--- src/rtl/timer_pkg.sv ---
// Shared constants for the multi-channel APB timer: register offsets inside a
// channel window and bit positions inside TCR and TSR.
package timer_pkg;

    // Register offset inside a 4-word channel window (addr = ch*4 + off)
    typedef enum logic [1:0] {
        OFF_TDR  = 2'd0,
        OFF_TCR  = 2'd1,
        OFF_TSR  = 2'd2,
        OFF_TCNT = 2'd3
    } reg_off_e;

    // TCR bit positions
    localparam int TCR_LOAD    = 7;
    localparam int TCR_AR      = 6;
    localparam int TCR_DN      = 5;
    localparam int TCR_EN      = 4;
    localparam int TCR_IE      = 3;
    localparam int TCR_CKS_MSB = 2;
    localparam int TCR_CKS_LSB = 0;

    // TSR bit positions
    localparam int TSR_OVF = 0;
    localparam int TSR_UDF = 1;

    // Width of the shared free-running prescaler
    localparam int PSC_W = 8;

endpackage

--- src/rtl/timer_nch_apb_if.sv ---
// APB slave bus bundle for the timer. The requester drives the
// select/enable/address/data fields; the timer answers with read data,
// ready and error.
interface timer_nch_apb_if #(
    parameter int CNT_W  = 16,
    parameter int ADDR_W = 8
);
    logic              psel;
    logic              penable;
    logic              pwrite;
    logic [ADDR_W-1:0] paddr;
    logic [CNT_W-1:0]  pwdata;
    logic [CNT_W-1:0]  prdata;
    logic              pready;
    logic              pslverr;

    modport master (
        output psel, penable, pwrite, paddr, pwdata,
        input  prdata, pready, pslverr
    );

    modport slave (
        input  psel, penable, pwrite, paddr, pwdata,
        output prdata, pready, pslverr
    );
endinterface

--- src/rtl/timer_channel.sv ---
// One timer channel: TDR/TCR/TSR/TCNT registers, prescaler tap selection,
// up/down counting with wrap/auto-reload, sticky flags and registered irq.
module timer_channel
    import timer_pkg::*;
#(
    parameter int CNT_W = 16
) (
    input  logic             clk,
    input  logic             rst_n,
    input  logic [PSC_W-1:0] psc,
    input  logic [PSC_W-1:0] psc_prev,
    input  logic             wr_en,
    input  reg_off_e         wr_off,
    input  logic [CNT_W-1:0] wdata,
    output logic [CNT_W-1:0] tdr,
    output logic [7:0]       tcr,
    output logic [1:0]       tsr,
    output logic [CNT_W-1:0] tcnt,
    output logic             irq
);

    logic [CNT_W-1:0] tdr_q, tdr_d;
    logic [7:0]       tcr_q, tcr_d;
    logic [1:0]       tsr_q, tsr_d;
    logic [CNT_W-1:0] tcnt_q, tcnt_d;
    logic             irq_q, irq_d;
    logic [2:0]       cks;
    logic             tick;

    // Next-state: bus writes first, then counting; a flag set overrides a W1C clear
    always_comb begin
        tdr_d  = tdr_q;
        tcr_d  = tcr_q;
        tsr_d  = tsr_q;
        tcnt_d = tcnt_q;
        cks    = tcr_q[TCR_CKS_MSB:TCR_CKS_LSB];
        // Falling edge of the selected prescaler bit: one tick per 2^(cks+1) clocks
        tick   = psc_prev[cks] & ~psc[cks];

        if (wr_en) begin
            case (wr_off)
                OFF_TDR: tdr_d = wdata;
                OFF_TCR: tcr_d = wdata[7:0];
                OFF_TSR: tsr_d = tsr_q & ~wdata[1:0];
                default: ;
            endcase
        end

        if (tcr_q[TCR_LOAD]) begin
            tcnt_d = tdr_q;
        end else if (tcr_q[TCR_EN] && tick) begin
            if (tcr_q[TCR_DN]) begin
                if (tcnt_q == '0) begin
                    tcnt_d         = tcr_q[TCR_AR] ? tdr_q : '1;
                    tsr_d[TSR_UDF] = 1'b1;
                end else begin
                    tcnt_d = tcnt_q - CNT_W'(1);
                end
            end else begin
                if (tcnt_q == '1) begin
                    tcnt_d         = tcr_q[TCR_AR] ? tdr_q : '0;
                    tsr_d[TSR_OVF] = 1'b1;
                end else begin
                    tcnt_d = tcnt_q + CNT_W'(1);
                end
            end
        end

        // irq follows the flags one cycle later
        irq_d = tcr_q[TCR_IE] & (|tsr_q);
    end

    // Channel state registers with synchronous active-low reset
    always_ff @(posedge clk) begin
        if (!rst_n) begin
            tdr_q  <= '0;
            tcr_q  <= '0;
            tsr_q  <= '0;
            tcnt_q <= '0;
            irq_q  <= 1'b0;
        end else begin
            tdr_q  <= tdr_d;
            tcr_q  <= tcr_d;
            tsr_q  <= tsr_d;
            tcnt_q <= tcnt_d;
            irq_q  <= irq_d;
        end
    end

    assign tdr  = tdr_q;
    assign tcr  = tcr_q;
    assign tsr  = tsr_q;
    assign tcnt = tcnt_q;
    assign irq  = irq_q;

endmodule

--- src/rtl/timer_nch_apb.sv ---
// Multi-channel up/down timer behind an APB slave: address decode, read mux,
// shared prescaler and error response. Optional macro TIMER_PSLVERR_EN
// enables pslverr for invalid addresses and writes to TCNT.
module timer_nch_apb
    import timer_pkg::*;
#(
    parameter int CNT_W  = 16,
    parameter int NUM_CH = 4,
    parameter int ADDR_W = 8
) (
    input  logic                pclk,
    input  logic                presetn,
    timer_nch_apb_if.slave      apb,
    output logic [NUM_CH-1:0]   irq
);

    logic [PSC_W-1:0]  psc_q, psc_d;
    logic [PSC_W-1:0]  psc_prev_q, psc_prev_d;
    logic [ADDR_W-1:0] ch_idx;
    reg_off_e          off;
    logic              access;
    logic              wr;
    logic              addr_ok;
    logic [NUM_CH-1:0] wr_ch;
    logic [CNT_W-1:0]  rdata;

    logic [CNT_W-1:0]  tdr_a  [NUM_CH];
    logic [7:0]        tcr_a  [NUM_CH];
    logic [1:0]        tsr_a  [NUM_CH];
    logic [CNT_W-1:0]  tcnt_a [NUM_CH];

    // Address decode and per-channel write strobes
    always_comb begin
        ch_idx  = apb.paddr >> 2;
        off     = reg_off_e'(apb.paddr[1:0]);
        access  = apb.psel & apb.penable;
        wr      = access & apb.pwrite;
        addr_ok = (ch_idx < ADDR_W'(NUM_CH));
        psc_d      = psc_q + PSC_W'(1);
        psc_prev_d = psc_q;
        wr_ch   = '0;
        for (int i = 0; i < NUM_CH; i++) begin
            wr_ch[i] = wr & addr_ok & (ch_idx == ADDR_W'(i));
        end
    end

    // Free-running prescaler plus its previous value for edge detection
    always_ff @(posedge pclk) begin
        if (!presetn) begin
            psc_q      <= '0;
            psc_prev_q <= '0;
        end else begin
            psc_q      <= psc_d;
            psc_prev_q <= psc_prev_d;
        end
    end

    for (genvar g = 0; g < NUM_CH; g++) begin : g_ch
        timer_channel #(.CNT_W(CNT_W)) u_ch (
            .clk      (pclk),
            .rst_n    (presetn),
            .psc      (psc_q),
            .psc_prev (psc_prev_q),
            .wr_en    (wr_ch[g]),
            .wr_off   (off),
            .wdata    (apb.pwdata),
            .tdr      (tdr_a[g]),
            .tcr      (tcr_a[g]),
            .tsr      (tsr_a[g]),
            .tcnt     (tcnt_a[g]),
            .irq      (irq[g])
        );
    end

    // Combinational read mux, zero outside a valid read access phase
    always_comb begin
        rdata = '0;
        if (access && !apb.pwrite && addr_ok) begin
            for (int i = 0; i < NUM_CH; i++) begin
                if (ch_idx == ADDR_W'(i)) begin
                    case (off)
                        OFF_TDR:  rdata = tdr_a[i];
                        OFF_TCR:  rdata = CNT_W'(tcr_a[i]);
                        OFF_TSR:  rdata = CNT_W'(tsr_a[i]);
                        OFF_TCNT: rdata = tcnt_a[i];
                        default:  rdata = '0;
                    endcase
                end
            end
        end
    end

    assign apb.prdata = rdata;
    assign apb.pready = 1'b1;

`ifdef TIMER_PSLVERR_EN
    assign apb.pslverr = access & (~addr_ok | (apb.pwrite & (off == OFF_TCNT)));
`else
    assign apb.pslverr = 1'b0;
`endif

endmodule

--- src/flat_wrapper.sv ---
// flat-port wrapper written by rule: the top's interface ports become plain ports
module timer_nch_apb_flat import timer_pkg::*;
#(
    parameter int CNT_W  = 16,
    parameter int NUM_CH = 4,
    parameter int ADDR_W = 8
)
  (pclk, presetn, irq, apb_psel, apb_penable, apb_pwrite, apb_paddr, apb_pwdata, apb_prdata, apb_pready, apb_pslverr);
  timer_nch_apb_if #(.CNT_W(CNT_W), .ADDR_W(ADDR_W)) apb_i ();
  input  logic pclk;
  input  logic presetn;
  output logic [NUM_CH-1:0] irq;
  input wire logic [$bits(apb_i.psel)-1:0] apb_psel;
  input wire logic [$bits(apb_i.penable)-1:0] apb_penable;
  input wire logic [$bits(apb_i.pwrite)-1:0] apb_pwrite;
  input wire logic [$bits(apb_i.paddr)-1:0] apb_paddr;
  input wire logic [$bits(apb_i.pwdata)-1:0] apb_pwdata;
  output wire logic [$bits(apb_i.prdata)-1:0] apb_prdata;
  output wire logic [$bits(apb_i.pready)-1:0] apb_pready;
  output wire logic [$bits(apb_i.pslverr)-1:0] apb_pslverr;
  assign apb_i.psel = apb_psel;
  assign apb_i.penable = apb_penable;
  assign apb_i.pwrite = apb_pwrite;
  assign apb_i.paddr = apb_paddr;
  assign apb_i.pwdata = apb_pwdata;
  assign apb_prdata = apb_i.prdata;
  assign apb_pready = apb_i.pready;
  assign apb_pslverr = apb_i.pslverr;
  timer_nch_apb #(.CNT_W(CNT_W), .NUM_CH(NUM_CH), .ADDR_W(ADDR_W)) u_core (.pclk(pclk), .presetn(presetn), .apb(apb_i), .irq(irq));
endmodule
--- config.mk ---
export PLATFORM = sky130hd
export DESIGN_NAME = timer_nch_apb_flat
export DESIGN_NICKNAME = d
export VERILOG_FILES = /design/src/rtl/timer_pkg.sv /design/src/rtl/timer_nch_apb_if.sv /design/src/rtl/timer_channel.sv /design/src/rtl/timer_nch_apb.sv /design/src/flat_wrapper.sv
export SDC_FILE = /design/constraint.sdc
export NUM_CORES = 1
export LEC_CHECK = 0
export ABC_AREA = 1
export CELL_PAD_IN_SITES_DETAIL_PLACEMENT = 1
export CELL_PAD_IN_SITES_GLOBAL_PLACEMENT = 1
export CORE_ASPECT_RATIO = 0.8
export CORE_UTILIZATION = 39
export CTS_CLUSTER_DIAMETER = 200
export DETAILED_ROUTE_END_ITERATION = 10
export MAX_ROUTING_LAYER = met4
export PLACE_DENSITY_LB_ADDON = 0.1
export REMOVE_ABC_BUFFERS = 1
export SYNTH_ARGS = -nofsm -noshare
export SYNTH_HDL_FRONTEND = slang
export SYNTH_SLANG_ARGS = --single-unit
--- constraint.sdc ---
create_clock -name pclk -period 1.79 [get_ports pclk]
set_input_delay 0.358 -clock pclk [delete_from_list [all_inputs] [get_ports pclk]]
set_output_delay 0.358 -clock pclk [all_outputs]
set_load 0.03 [all_outputs]
Fig. 1: clock wires, drivers and flops
Drawn at 1 px/um.
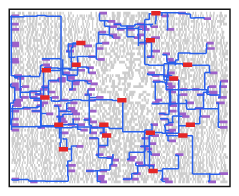
- red: clock drivers (count 17)
- blue: clock wires (length 3210 um)
- purple: flip-flops (count 188)
- routed clock nets: 18
Clock Power Share: 46.6%
Worst-Skew Late Latency: 500 ps

Fig. 2: placed standard cells
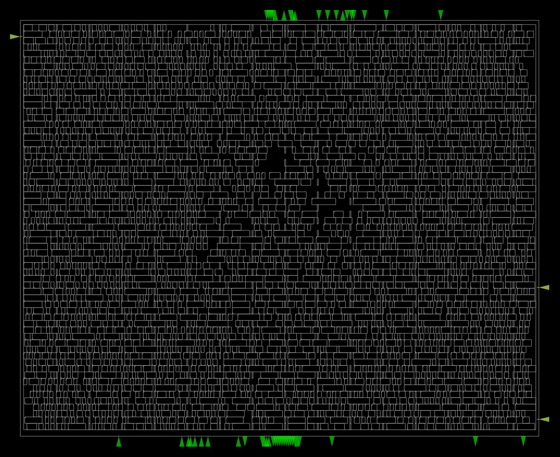
Core Region: 37130 um2
num sequential: 188
Util after Layout: 62.95%
non-filler instance count after layout: 3525
Layout fillers: 4766

## worst max-delay path, stage by stage
cell,delay (ps)
buf_6,100
nor2_4,140
nand2_4,110
buf_6,140
nor2_4,130
nand2_2,90
buf_6,150
o211ai_1,230
nand2_1,150
nor2_1,140
buf_4,180
## through the flow
step                      hold slack, ps  area [um2]
after floorplan                    407.1       14080
after global placement             410.7       18890
after detailed placement           435.6       18890
after CTS                          383.1       21230
after global routing               437.2       23370
final                              415.1       23370
## synth_stat cells, types with 7 or more instances
| master | n |
|---|---|
| a21boi_0 | 7 |
| a21oi_1 | 114 |
| a31oi_1 | 11 |
| buf_2 | 38 |
| buf_4 | 15 |
| buf_6 | 7 |
| clkbuf_1 | 67 |
| clkinv_1 | 7 |
| dfxtp_1 | 188 |
| ha_1 | 13 |
| inv_1 | 218 |
| nand2_1 | 638 |
| nand2_2 | 13 |
| nand3_1 | 298 |
| nand3b_1 | 10 |
| nand4_1 | 55 |
| nor2_1 | 387 |
| nor2_2 | 16 |
| nor2_4 | 13 |
| nor3_1 | 9 |
| o211ai_1 | 12 |
| o21ai_0 | 261 |
| o21ai_1 | 10 |
| o221ai_1 | 12 |
| o22ai_1 | 36 |
| xor2_1 | 30 |
## area by class of cell
class	count	area, um2
Clock buffer	17	425.4
Inverter	231	965.9
Clock inverter	15	216.5
Fill cell	4766	13750
Antenna cell	4	10.01
Timing Repair Buffer	588	5379
Sequential cell	188	3884
Tap cell	487	609.3
Multi-Input combinational cell	1995	11880
## sequential cells by signal, indices dropped and copies added (netlist names)
signal,flops
u_core.psc_prev_d,8
u_core.g_ch.u_ch.tcnt,64
u_core.g_ch.u_ch.tsr,8
u_core.psc_prev_q,8
u_core.g_ch.u_ch.tdr,64
u_core.g_ch.u_ch.tcr,32
u_core.g_ch.u_ch.irq,4
## power breakdown
group | internal (mW) | total (mW) | leakage (nW) | switching, mW
Sequential | 4.16 | 4.17 | 1.55 | 0.00531
Combinational | 0.306 | 0.831 | 8.51 | 0.525
Clock | 1.97 | 4.37 | 0.309 | 2.40
Total | 6.43 | 9.36 | 10.4 | 2.93
## per-layer routing
layer	track usage (%)	up-vias
li1	-	9377
met1	56.31	10820
met2	66.27	1463
met3	6.165	502
met4	16.23	0
met5	-	-
## worst paths after layout
check                                      to  slack, ps  cells past startpoint
setup / recovery                apb_prdata[8]       -480                     11
hold / removal    u_core.g_ch[2].u_ch.tcnt[5]        420                      4
setup reg to reg  u_core.g_ch[1].u_ch.tcnt[3]       -340                     12
hold reg to reg          u_core.psc_prev_q[7]        480                      2
## repair_timing
action                     4_1_cts  5_1_grt
cloned                           7        4
setup endpoints to repair      184       99
pin swaps                      116      250
buffers inserted                42       51
resized                        463      499
## cell families (layout without fill, tap and decap cells)
family	Yosys count	count (layout)	synth area share (%)
buffers and inverters	363	851	10.33
and+or+nand+nor	1455	1458	42.83
xor gates and xnor gates	35	35	2.080
other	2	6	0.05097
DFF	188	188	25.54
adders and majority gates	13	13	1.104
AOI/OAI and AO/OA	487	487	18.06
==> results.py <==
# Synthesis and PnR figures
metrics = {
    "run_status": {
        "status": "complete, but fails checks",
        "violations": "setup timing",
    },
    "synthesis": {
        "synth_flops": 188,
        "synth-edff-count": 0,
        "netlist.area_leader.share_pct": 25.54,
    },
    "sta": {
        "period_minus_slack_ps": 2266,
        "setup_viol": 83,
        "worst_slack_ps": -475.8,
        "hold_viol_final": 0,
        "drv_slew": 0,
    },
    "flow_run": {
        "max_cap_viol_count": 0,
    },
    "detailed_routing": {
        "wl_um": 95130,
        "num_vias": 22160,
        "drt-met1-wl_um": 36380,
    },
    "setup_path": {
        "worstPathRequired_ps": 1430,
        "worstPathArrival_ps": 1910,
    },
    "place": {
        "port_buffers": 48,
        "dp_worst_setup_slack_ps": -1108,
    },
    "grt": {
        "grt-ovfl-total": 0,
        "grt_util_all_layers_pct": 42.89,
        "grt_antenna_before_repair": 2,
        "grt_max_degree": 63,
    },
    "clock_tree": {
        "cts_max_level": 4,
    },
    "floorplanning": {
        "num_io_pins": 51,
    },
    "hold_path": {
        "hold_class": "in -> reg",
    },
    "power_and_ir_drop": {
        "leakage_nw": 10.38,
    },
}
Power and IR drop assume default switching activity.
